$ cat config.mk
export PLATFORM = sky130hd
export DESIGN_NAME = vga_timing_gen
export DESIGN_NICKNAME = d
export VERILOG_FILES = /design/src/rtl/vga_timing_gen.sv
export SDC_FILE = /design/constraint.sdc
export NUM_CORES = 1
export LEC_CHECK = 0
export CORE_ASPECT_RATIO = 0.7
export CORE_MARGIN = 1.5
export CORE_UTILIZATION = 35
export CTS_CLUSTER_DIAMETER = 100
export DETAILED_ROUTE_END_ITERATION = 10
export GPL_TIMING_DRIVEN = 1
export PLACE_DENSITY_LB_ADDON = 0.12
export SLEW_MARGIN = 20
export SYNTH_ARGS = -nofsm -noshare
export SYNTH_HDL_FRONTEND = slang
export SYNTH_SLANG_ARGS = --single-unit
$ cat constraint.sdc
create_clock -name clk -period 2.7 [get_ports clk]
set_clock_uncertainty 0.15 [all_clocks]
set_input_delay 0.54 -clock clk [delete_from_list [all_inputs] [get_ports clk]]
set_output_delay 0.54 -clock clk [all_outputs]
set_load 0.01 [all_outputs]
$ cat src/rtl/vga_timing_gen.sv
// Parametrised VGA raster timing generator: pixel/line counters, sync, blanking,
// line/frame strobes and a frame counter, all registered together.
module vga_timing_gen #(
  parameter int CNT_W          = 11,
  parameter int HOR_PIXELS     = 1024,
  parameter int HOR_SYNC_START = 1048,
  parameter int HOR_SYNC_END   = 1184,
  parameter int HOR_TOTAL      = 1344,
  parameter int VER_PIXELS     = 768,
  parameter int VER_SYNC_START = 771,
  parameter int VER_SYNC_END   = 777,
  parameter int VER_TOTAL      = 806,
  parameter int HS_POL         = 1,
  parameter int VS_POL         = 1,
  parameter int FRAME_W        = 16
) (
  input  logic               clk,
  input  logic               rst_n,
  input  logic               en,
  output logic [CNT_W-1:0]   hcount,
  output logic [CNT_W-1:0]   vcount,
  output logic               hsync,
  output logic               vsync,
  output logic               hblnk,
  output logic               vblnk,
  output logic               line_start,
  output logic               frame_start,
  output logic [FRAME_W-1:0] frame_cnt
);

  localparam logic [CNT_W-1:0]   H_LAST  = CNT_W'(HOR_TOTAL - 1);
  localparam logic [CNT_W-1:0]   V_LAST  = CNT_W'(VER_TOTAL - 1);
  localparam logic [CNT_W-1:0]   H_PIX   = CNT_W'(HOR_PIXELS);
  localparam logic [CNT_W-1:0]   V_PIX   = CNT_W'(VER_PIXELS);
  localparam logic [CNT_W-1:0]   H_SS    = CNT_W'(HOR_SYNC_START);
  localparam logic [CNT_W-1:0]   H_SE    = CNT_W'(HOR_SYNC_END);
  localparam logic [CNT_W-1:0]   V_SS    = CNT_W'(VER_SYNC_START);
  localparam logic [CNT_W-1:0]   V_SE    = CNT_W'(VER_SYNC_END);
  localparam logic [CNT_W-1:0]   CNT_ONE = CNT_W'(1);
  localparam logic [FRAME_W-1:0] FRM_ONE = FRAME_W'(1);
  localparam logic               HS_ACT  = (HS_POL != 0) ? 1'b1 : 1'b0;
  localparam logic               VS_ACT  = (VS_POL != 0) ? 1'b1 : 1'b0;
  // A sync pulse running to the end of the line/frame has an end bound that may not fit CNT_W.
  localparam logic               H_SE_AT_END = (HOR_SYNC_END == HOR_TOTAL) ? 1'b1 : 1'b0;
  localparam logic               V_SE_AT_END = (VER_SYNC_END == VER_TOTAL) ? 1'b1 : 1'b0;

  if (!(HOR_PIXELS < HOR_SYNC_START && HOR_SYNC_START < HOR_SYNC_END &&
        HOR_SYNC_END <= HOR_TOTAL)) begin : g_bad_hor
    $fatal(1, "vga_timing_gen: horizontal timing parameters out of order");
  end
  if (!(VER_PIXELS < VER_SYNC_START && VER_SYNC_START < VER_SYNC_END &&
        VER_SYNC_END <= VER_TOTAL)) begin : g_bad_ver
    $fatal(1, "vga_timing_gen: vertical timing parameters out of order");
  end
  if ((HOR_TOTAL - 1) >= (2 ** CNT_W) || (VER_TOTAL - 1) >= (2 ** CNT_W)) begin : g_bad_w
    $fatal(1, "vga_timing_gen: CNT_W too narrow for HOR_TOTAL/VER_TOTAL");
  end

  logic [CNT_W-1:0]   hcount_q, hcount_d, vcount_q, vcount_d;
  logic               hsync_q, hsync_d, vsync_q, vsync_d;
  logic               hblnk_q, hblnk_d, vblnk_q, vblnk_d;
  logic               line_start_q, line_start_d, frame_start_q, frame_start_d;
  logic [FRAME_W-1:0] frame_cnt_q, frame_cnt_d;
  logic               h_wrap_s, v_wrap_s;

  // Next-state counters and strobes; flags decode the next counts so they align with them.
  always_comb begin
    hcount_d      = hcount_q;
    vcount_d      = vcount_q;
    frame_cnt_d   = frame_cnt_q;
    line_start_d  = 1'b0;
    frame_start_d = 1'b0;
    h_wrap_s      = (hcount_q == H_LAST);
    v_wrap_s      = (vcount_q == V_LAST);
    if (en) begin
      if (h_wrap_s) begin
        hcount_d     = '0;
        line_start_d = 1'b1;
        if (v_wrap_s) begin
          vcount_d      = '0;
          frame_start_d = 1'b1;
          frame_cnt_d   = frame_cnt_q + FRM_ONE;
        end else begin
          vcount_d = vcount_q + CNT_ONE;
        end
      end else begin
        hcount_d = hcount_q + CNT_ONE;
      end
    end else begin
      hcount_d = hcount_q;
      vcount_d = vcount_q;
    end
    hblnk_d = (hcount_d >= H_PIX);
    vblnk_d = (vcount_d >= V_PIX);
    hsync_d = ((hcount_d >= H_SS) && (H_SE_AT_END || (hcount_d < H_SE))) ? HS_ACT : ~HS_ACT;
    vsync_d = ((vcount_d >= V_SS) && (V_SE_AT_END || (vcount_d < V_SE))) ? VS_ACT : ~VS_ACT;
  end

  // Output registers; reset parks the raster at (0,0) with inactive sync and no strobes.
  always_ff @(posedge clk or negedge rst_n) begin
    if (!rst_n) begin
      hcount_q      <= '0;
      vcount_q      <= '0;
      hsync_q       <= ~HS_ACT;
      vsync_q       <= ~VS_ACT;
      hblnk_q       <= 1'b0;
      vblnk_q       <= 1'b0;
      line_start_q  <= 1'b0;
      frame_start_q <= 1'b0;
      frame_cnt_q   <= '0;
    end else begin
      hcount_q      <= hcount_d;
      vcount_q      <= vcount_d;
      hsync_q       <= hsync_d;
      vsync_q       <= vsync_d;
      hblnk_q       <= hblnk_d;
      vblnk_q       <= vblnk_d;
      line_start_q  <= line_start_d;
      frame_start_q <= frame_start_d;
      frame_cnt_q   <= frame_cnt_d;
    end
  end

  assign hcount      = hcount_q;
  assign vcount      = vcount_q;
  assign hsync       = hsync_q;
  assign vsync       = vsync_q;
  assign hblnk       = hblnk_q;
  assign vblnk       = vblnk_q;
  assign line_start  = line_start_q;
  assign frame_start = frame_start_q;
  assign frame_cnt   = frame_cnt_q;

endmodule

run_1/ff_map.png
Drawn at 4 px/µm. Other sequential cells in the stronger gray, the rest of the logic in the fainter gray.
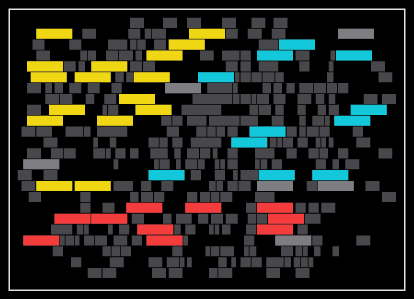
legend:
  `vcount`:
    color: cyan
    flops: 11
  `hcount`:
    color: red
    flops: 10
  `frame_cnt`:
    color: yellow
    flops: 16
Finished Core Util: 0.5299
Register Area: 1076 µm²
Seq/total area: 0.3282

run_1/congestion_map.png
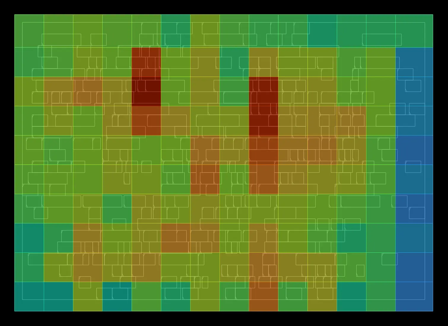
met2 usage: 0.2397
met3 GRT Util: 0.03804

run_1/layers.png
Drawn at 4 px/µm.
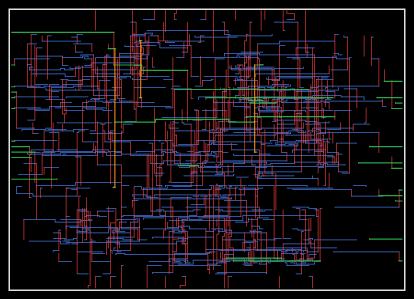
legend:
  M2:
    color: red
    wire_length: 2,420 µm
  M1:
    color: blue
    wire_length: 2,930 µm
  M3:
    color: green
    wire_length: 308 µm
  M4:
    color: orange
    wire_length: 70.7 µm

==> impl_metrics.csv, run 1 <==
group,metric,value,unit
run_status,status,"complete, no violations",
floorplan,n_tap_cell,78,
timing,worst_hold_slack,96.16,ps
timing,period_minus_slack,2593,ps
drt,vias,1948,
logic_synthesis,yosys-mux-area-fraction,0.005039,
logic_synthesis,ys_sh_aoi,0.1097,
drt,wl_per_cell,14.80,µm
placement,place_ws,-535.7,ps
final_layout,nNonClkBuffers,95,
logic_synthesis,synth-adder-area-share,0.02240,
drt,drc,0,
critical_path,critPathArrivalTime,2640,ps
final_layout,antenna-diode-count,0,
pwr,p_int,0.001071,W
drt,dr.pass1.iters,4,
critical_path,cp_slowest_cell,"or4_4",
timing,setup_slack,107.0,ps
critical_path,crit_path_max_incr_delay,600,ps
grt,grt_usage,0.1779,
floorplan,core_area,6186,µm²
clocking,numClockSinks,43,
clocking,clk_pin_slew,80,ps
logic_synthesis,top_area_frac,0.4815,
critical_path,crit_start,"hcount[0]$_DFF_PN0_",
final_layout,biggestCellCategory,"combinational gates",
final_layout,comb_area_frac,0.3504,
clocking,clk_latency,300,ps
grt,met1_usage,0.2785,
pwr,swShare,0.2622,
clocking,cts_buffers,5,
placement,gp_congestion,0.8354,
final_layout,layout_top_cell,"buf_4",
critical_path,criticalPathCategory,"reg2reg",
final_layout,drive_gt1_frac,0.2492,
pwr,combPwrFrac,0.193,
final_layout,fin_area,3278,µm²
logic_synthesis,synth_area_leader_cell,"dfrtp_1",
logic_synthesis,yosys_warnings,0,
clocking,cts_max_path_buffers,2,
pwr,powerDensity,442.7,nW/µm²
critical_path,worstPathMaxFanout,7,
floorplan,fp.dieH,69.85,µm
logic_synthesis,syn_nets,224,
drt,via_per_inst,5.034,
drt,drt_iter0_drc,56,
final_layout,fin_nets,315,
logic_synthesis,avgSynthCellArea,10.30,µm²
timing,fmax,385.7,MHz
pwr,p_total,0.001451,W
critical_path,cp_top_family,"simple AND/OR/NAND/NOR gates",
final_layout,clock_buffers,8,
final_layout,nonClkBufAreaFrac,0.2508,
pwr,comb_power,0.000280,W
logic_synthesis,xor_share,0.09406,
grt,grt_max_degree,29,
final_layout,n_all_inverters,9,
clocking,htree_levels,2,
clocking,post_cts_buffers,1,
floorplan,die_area,6881,µm²
logic_synthesis,ys_top_cells_by_count,"dfrtp_1, nand2_1, nand3_1, xnor2_1",
final_layout,final_cell_mix,"buf_4, clkdlybuf4s50_1, dfrtp_1",
grt,gr-max-usage-layer,"met1",
final_layout,logic_area,1149,µm²
logic_synthesis,ys_types,54,
final_layout,synthToLayoutAreaGrowth,46.70,%
pwr,p_leak,1.501,nW
logic_synthesis,flop_cell,"dfrtp_1",
final_layout,comb_cells,154,
pwr,dominant_power_group,"registers",
drt,dr.max_layer_used,"met4",
grt,overflow,0,
logic_synthesis,syn-cell-area,2235,µm²
critical_path,cp_num_cells,7,
clocking,ctsHoldBuffers,0,
floorplan,ios,47,
critical_path,worst-path-buf-inv,0,
grt,antenna_found_initial,0,
clocking,tritoncts,"built",
run_1/closeup.png
Region (64, 7) to (84, 27) µm. Cells in gray, sequential cells in the stronger gray; small squares are vias.
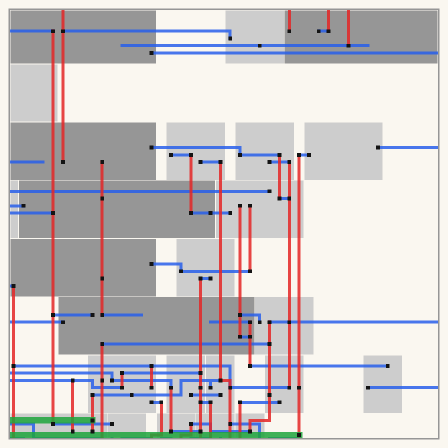

--- run 2 (diff from run 1) ---
--- a/config.mk
+++ b/config.mk
@@ -6,10 +6,11 @@
 export NUM_CORES = 1
 export LEC_CHECK = 0
 export CORE_ASPECT_RATIO = 0.7
-export CORE_MARGIN = 1.5
+export CORE_MARGIN = 8
 export CORE_UTILIZATION = 35
 export CTS_CLUSTER_DIAMETER = 100
 export DETAILED_ROUTE_END_ITERATION = 10
+export GPL_ROUTABILITY_DRIVEN = 1
 export GPL_TIMING_DRIVEN = 1
 export PLACE_DENSITY_LB_ADDON = 0.12
 export SLEW_MARGIN = 20
run_2/closeup.png
Region (74, 11) to (94, 31) µm. Cells in gray, sequential cells in the stronger gray; small squares are vias.
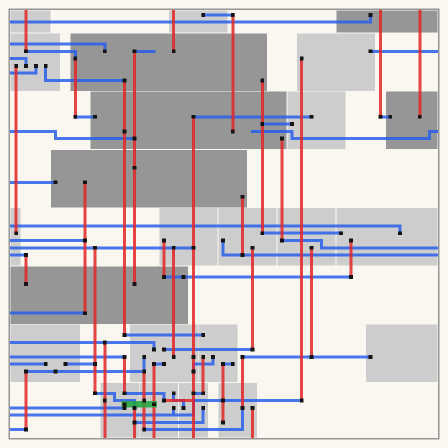
legend:
  M2:
    color: red
  M1:
    color: blue
  M3:
    color: green
sequential cells in the window: 4
cells with their middle in the window: 18
most frequent: dfrtp_1 (4), buf_4 (4)
netlist names of flops here include: `hcount` (3), `hblnk` (1)

run_2/clock_wires.png
Drawn at 2 px/µm.
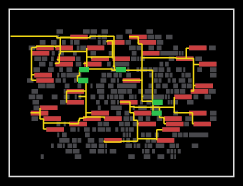
legend:
  flip-flops:
    color: red
    count: 43
  clock wires:
    color: yellow
    length: 573 µm
  clock-net drivers:
    color: green
    count: 5
routed clock nets: 6
clock power share: 0.339
Clk. pwr: 0.000521 W

run_2/congestion_map.png
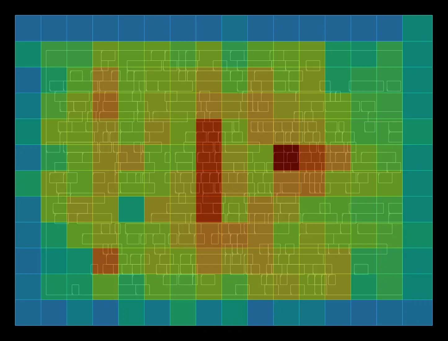
WL per Instance: 15.16 µm
met3 GRT Util: 0.04335
met2 usage: 0.1920

==> run 2 against run 1 <==
Compared with the run above:
- count of clock-buffer cells in the layout down 2
- worst hold slack better by 14 ps
- final area about the same
- sequential power about the same
- critical path depth up 1
- non-clock buffer count down 2
- first-iteration DRC count up 18%
- via count up 0.62%
- flip-flop count unchanged
- cell count down 0.52%
- critical endpoint unchanged
- highest routed layer unchanged
==> impl_metrics.csv, run 2 <==
group,metric,value,unit
timing,setup_slack,133.9,ps
floorplan,core_area,6216,µm²
logic_synthesis,ys_top_cells_by_count,"dfrtp_1, nand2_1, nand3_1, xnor2_1",
critical_path,criticalPathCategory,"reg2reg",
logic_synthesis,flop_cell,"dfrtp_1",
clocking,tritoncts,"built",
logic_synthesis,ys_types,54,
run_status,status,"complete, no violations",
grt,grt_usage,0.1316,
logic_synthesis,ys_area,2235,µm²
clocking,clk_pin_slew,80,ps
final_layout,synthToLayoutAreaGrowth,46.81,%
timing,fmax,389.7,MHz
pwr,p_leak,1.498,nW
final_layout,n_all_inverters,9,
clocking,post_cts_buffers,1,
clocking,cts_buffers,5,
final_layout,seq-cell-share,0.3280,
pwr,powerDensity,468.0,nW/µm²
timing,period_minus_slack,2566,ps
pwr,p_int,0.001147,W
logic_synthesis,syn-cell-area,2235,µm²
clocking,numClockSinks,43,
critical_path,worst-path-buf-inv,1,
floorplan,ios,47,
pwr,p_total,0.001535,W
logic_synthesis,yosys_warnings,0,
final_layout,layout_top_cell,"buf_4",
final_layout,flop_area,1076,µm²
drt,via_per_inst,5.091,
logic_synthesis,ys_cells,217,
placement,port_buffers,46,
drt,wl_met1,3077,µm
logic_synthesis,synth_area_leader_cell,"dfrtp_1",
placement,gp_congestion,0.8349,
final_layout,biggestCellCategory,"combinational gates",
logic_synthesis,async_flop_share,1.000,
final_layout,comb_area_frac,0.3490,
grt,met1_usage,0.1846,
critical_path,crit_start,"hcount[1]$_DFF_PN0_",
grt,overflow,0,
floorplan,n_tap_cell,78,
logic_synthesis,avgSynthCellArea,10.30,µm²
final_layout,comb_cells,154,
logic_synthesis,xor_share,0.09406,
drt,dr.max_layer_used,"met4",
grt,antenna_found_initial,0,
pwr,comb_power,0.000297,W
critical_path,worstPathMaxFanout,8,
final_layout,fin_nets,313,
critical_path,critPathArrivalTime,2580,ps
drt,vias,1960,
critical_path,crit_path_max_incr_delay,590,ps
logic_synthesis,syn_nets,224,
placement,place_ws,-545.5,ps
final_layout,final_cell_mix,"buf_4, clkdlybuf4s50_1, dfrtp_1",
clocking,clk_latency,290,ps
final_layout,final_util,0.5278,
logic_synthesis,synth-adder-area-share,0.02240,
pwr,swShare,0.2531,
final_layout,antenna-diode-count,0,
drt,dr.pass1.iters,4,
critical_path,cp_slowest_cell,"or4_4",
logic_synthesis,top_area_frac,0.4815,
floorplan,die_area,9238,µm²
timing,post-route-period-util,0.9504,
grt,gr-max-usage-layer,"met2",
pwr,dominant_power_group,"registers",
pwr,combPwrFrac,0.193,
final_layout,logic_area,1145,µm²
clocking,htree_levels,2,
drt,drt_iter0_drc,66,
logic_synthesis,ys_sh_aoi,0.1097,
critical_path,cp_num_cells,8,
final_layout,clock_buffers,6,
final_layout,nonClkBufAreaFrac,0.2471,
grt,grt_max_degree,28,
logic_synthesis,yosys-mux-area-fraction,0.005039,
Power and IR drop assume default switching activity.
